--- config.mk ---
export PLATFORM = sky130hd
export DESIGN_NAME = neuron_seq_ctrl
export DESIGN_NICKNAME = d
export VERILOG_FILES = /design/src/rtl/neuron_seq_ctrl.sv
export SDC_FILE = /design/constraint.sdc
export NUM_CORES = 1
export LEC_CHECK = 0
export ABC_AREA = 1
export CORE_MARGIN = 2
export CORE_UTILIZATION = 40
export CTS_CLUSTER_DIAMETER = 120
export CTS_CLUSTER_SIZE = 8
export DETAILED_ROUTE_END_ITERATION = 7
export PLACE_DENSITY = 0.64
export SLEW_MARGIN = 5
export SYNTH_ARGS = -nofsm -noshare
export SYNTH_HDL_FRONTEND = slang
export SYNTH_SLANG_ARGS = --single-unit
--- constraint.sdc ---
create_clock -name clk -period 4.3 [get_ports clk]
set_input_delay 0.645 -clock clk [delete_from_list [all_inputs] [get_ports clk]]
set_output_delay 0.645 -clock clk [all_outputs]
set_load 0.02 [all_outputs]
--- src/rtl/neuron_seq_ctrl.sv ---
// rtl/neuron_seq_ctrl.sv - sequencer for a single-MAC neuron: load inputs, clear, accumulate, deliver per channel
module neuron_seq_ctrl #(
  parameter  int DEPTH   = 64,
  parameter  int OUT_LAT = 2,
  parameter  int NUM_CH  = 1,
  localparam int PTR_W   = (DEPTH  <= 2) ? 1 : $clog2(DEPTH),
  localparam int CH_W    = (NUM_CH <= 2) ? 1 : $clog2(NUM_CH)
) (
  input  logic             clk,
  input  logic             rst,
  input  logic             chip_sel,
  input  logic             wr_en,
  input  logic             threshold_ready,
  input  logic             out_ack,
  output logic             rst_mem,
  output logic             mul_mem_en,
  output logic             ac_mem_en,
  output logic [PTR_W-1:0] wr_data_ptr,
  output logic [PTR_W-1:0] rd_data_ptr,
  output logic [CH_W-1:0]  ch_idx,
  output logic             output_ready,
  output logic             busy,
  output logic             done,
  output logic             abort
);

  localparam int CNT_W = (OUT_LAT <= 2) ? 1 : $clog2(OUT_LAT);

  localparam logic [PTR_W-1:0] PTR_LAST = PTR_W'(DEPTH - 1);
  localparam logic [CH_W-1:0]  CH_LAST  = CH_W'(NUM_CH - 1);
  localparam logic [CNT_W-1:0] CNT_LAST = CNT_W'(OUT_LAT - 1);

  typedef enum logic [2:0] {
    IDLE            = 3'd0,
    WRITE_DATA      = 3'd1,
    WRITE_THRESHOLD = 3'd2,
    CLEAR           = 3'd3,
    COMPUTE         = 3'd4,
    WAIT_OUTPUT     = 3'd5,
    READ_OUTPUT     = 3'd6
  } state_e;

  state_e           state_q, state_d;
  logic [PTR_W-1:0] wr_ptr_q, wr_ptr_d;
  logic [PTR_W-1:0] rd_ptr_q, rd_ptr_d;
  logic [CH_W-1:0]  ch_q, ch_d;
  logic [CNT_W-1:0] cnt_q, cnt_d;
  logic             done_q, done_d;
  logic             abort_q, abort_d;

  always_ff @(posedge clk) begin
    if (rst) begin
      state_q  <= IDLE;
      wr_ptr_q <= '0;
      rd_ptr_q <= '0;
      ch_q     <= '0;
      cnt_q    <= '0;
      done_q   <= 1'b0;
      abort_q  <= 1'b0;
    end else begin
      state_q  <= state_d;
      wr_ptr_q <= wr_ptr_d;
      rd_ptr_q <= rd_ptr_d;
      ch_q     <= ch_d;
      cnt_q    <= cnt_d;
      done_q   <= done_d;
      abort_q  <= abort_d;
    end
  end

  always_comb begin
    state_d  = state_q;
    wr_ptr_d = wr_ptr_q;
    rd_ptr_d = rd_ptr_q;
    ch_d     = ch_q;
    cnt_d    = cnt_q;
    done_d   = 1'b0;
    abort_d  = 1'b0;
    // Deselect wins over every transition, including the final acknowledge.
    if (state_q != IDLE && !chip_sel) begin
      state_d  = IDLE;
      wr_ptr_d = '0;
      rd_ptr_d = '0;
      ch_d     = '0;
      cnt_d    = '0;
      abort_d  = 1'b1;
    end else begin
      case (state_q)
        IDLE: begin
          if (chip_sel && wr_en) begin
            state_d  = WRITE_DATA;
            wr_ptr_d = '0;
          end
        end
        WRITE_DATA: begin
          if (wr_en) begin
            if (wr_ptr_q == PTR_LAST) begin
              wr_ptr_d = '0;
              state_d  = WRITE_THRESHOLD;
            end else begin
              wr_ptr_d = wr_ptr_q + 1'b1;
            end
          end
        end
        WRITE_THRESHOLD: begin
          if (threshold_ready) state_d = CLEAR;
        end
        CLEAR: begin
          rd_ptr_d = '0;
          state_d  = COMPUTE;
        end
        COMPUTE: begin
          if (rd_ptr_q == PTR_LAST) begin
            rd_ptr_d = '0;
            cnt_d    = '0;
            state_d  = WAIT_OUTPUT;
          end else begin
            rd_ptr_d = rd_ptr_q + 1'b1;
          end
        end
        WAIT_OUTPUT: begin
          if (cnt_q == CNT_LAST) begin
            cnt_d   = '0;
            state_d = READ_OUTPUT;
          end else begin
            cnt_d = cnt_q + 1'b1;
          end
        end
        READ_OUTPUT: begin
          if (out_ack) begin
            if (ch_q == CH_LAST) begin
              ch_d    = '0;
              done_d  = 1'b1;
              state_d = IDLE;
            end else begin
              ch_d    = ch_q + 1'b1;
              state_d = CLEAR;
            end
          end
        end
        default: state_d = IDLE;
      endcase
    end
  end

  always_comb begin
    rst_mem      = 1'b0;
    mul_mem_en   = 1'b0;
    ac_mem_en    = 1'b0;
    output_ready = 1'b0;
    busy         = (state_q != IDLE);
    wr_data_ptr  = wr_ptr_q;
    rd_data_ptr  = rd_ptr_q;
    ch_idx       = ch_q;
    done         = done_q;
    abort        = abort_q;
    case (state_q)
      CLEAR:       rst_mem = 1'b1;
      COMPUTE: begin
        mul_mem_en = 1'b1;
        ac_mem_en  = 1'b1;
      end
      READ_OUTPUT: output_ready = 1'b1;
      default: ;
    endcase
  end

endmodule

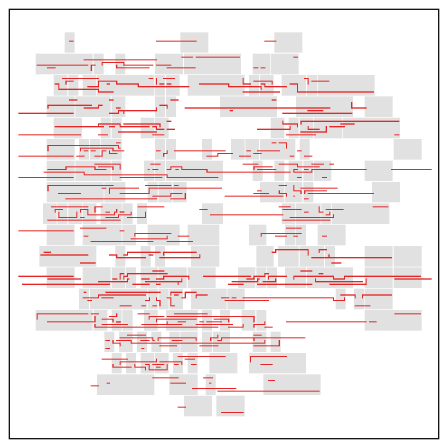
(signal wires on met1)
nets with wire on the layer: 154
share of all routed wire: 48%
wire length on this layer: 1030 um
main direction: horizontal
met1 usage: 21.8%
via count: 974

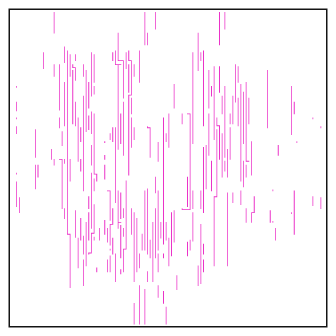
(met2 routing)
main direction: vertical
longest straight run: 31.6 um
nets with wire on the layer: 135
share of all routed wire: 47%

==> qor.yml <==
cts_tree: "yes"
hold_ws_ns: 0.479
sh_seq_area_pct: 27.5
edf_count: 0
r2r_setup_slack_ns: 2.74
seq_cells: 18
drt_iter0_drc: 20
utilization_pct: 53.4
synth-main-ff-cell: "dfxtp_1"
cp-start-kind: "register"
area_leaders: "dfxtp_1, nand2_1, a21oi_1, nand3_1, nor2_1"
compound_area_share_pct: 13.9
fin_cells: 194
setup-violations-final: 0
peakVddDrop_uv: 286
wl_per_cell_um: 11.1
reg2reg_depth: 8
finalPower_w: 0.000553
leakage_nw: 0.514
fp.dieW_um: 54.5
powerSeq_w: 0.000213
place_congestion: 0.841
cts.reportedPaths.clkPinSlew_ns: 0.11
cts_hold_buf: 0
path_max_fanout: 10
synth_flops: 18
maxPowerGroup: "combinational cells"
clockBufferDepth: 2
crit_buf_inv: 3
n_clock_buffer: 4
comb.multi_input.count: 102
critical_path_depth: 4
switching_share_pct: 40.9
final_nets: 173
ys_seq_share_pct: 35.4
drive_above_1_share_pct: 15.9
powerClk_w: 0.000107
grtUsageTotal_pct: 16.8
die_height_um: 54.5
clock.fmax_mhz: 396
setup-tns-final_ns: 0
core_area_um2: 2450
outcome: "finished clean"
setup_ws_ns: 1.78
diodes: 0
clock_sinks: 18
ys_sh_mux_pct: 0
core.rowCount: 18
rsz0062_at_grt: "no"
layout.cells.most_common: "nand2_1"
place_inst: 190
hold_viol: 0
period_needed_ns: 2.52
firstDrtPassIters: 4
top_logic_kind: "simple AND/OR/NAND/NOR gates"
r2r-start: "rd_data_ptr[0]"
ys_cells: 139
largestClassByArea: "multi-input combinational cells"
via_per_inst: 5.02
maxCapViolations: 0
place_area_um2: 1270
cts.repair.resized: 0
layout_top_cells: "nand2_1, clkdlybuf4s50_1, dfxtp_1, nor2_1, a21oi_1"
cp.arrival_ns: 1.88
cp_top_family: "buffers and inverters"
cts_made_buffers: 3
yosys_area_um2: 1020
r2r-end: "state_q[2]"
min_to: "cnt_q"
slew_viol_final: 0
buffer_area_share_pct: 18.3
htree_levels: 1
place_ws_ns: 2.12
drtAntennaViolNets: 0
largest_area_cell: "dfxtp_1"
numPortBuffers: 24
grt_max_degree: 11
syn_nets: 147
taps: 30
pin_count: 26
==> worst max-delay path by stage <==
stage	from	to	slack (ns)
finish	state_q[0]	ac_mem_en	1.78
detailed placement	state_q[0]	mul_mem_en	2.12
CTS	state_q[0]	ac_mem_en	1.77
floorplan	state_q[0]	mul_mem_en	2.59
global route	state_q[0]	ac_mem_en	1.66
global placement	state_q[0]	ac_mem_en	2.14
==> registers in the layout (all words and copies together) (netlist names) <==
register     count
rd_data_ptr      6
abort            1
wr_data_ptr      6
state_q          3
cnt_q            1
done             1
==> metal layers <==
layer,global-route usage (%),routed length [um]
met1,21.8,1030
met2,27.1,1010
met3,5.74,108
met4,3.75,10
met5,0,0
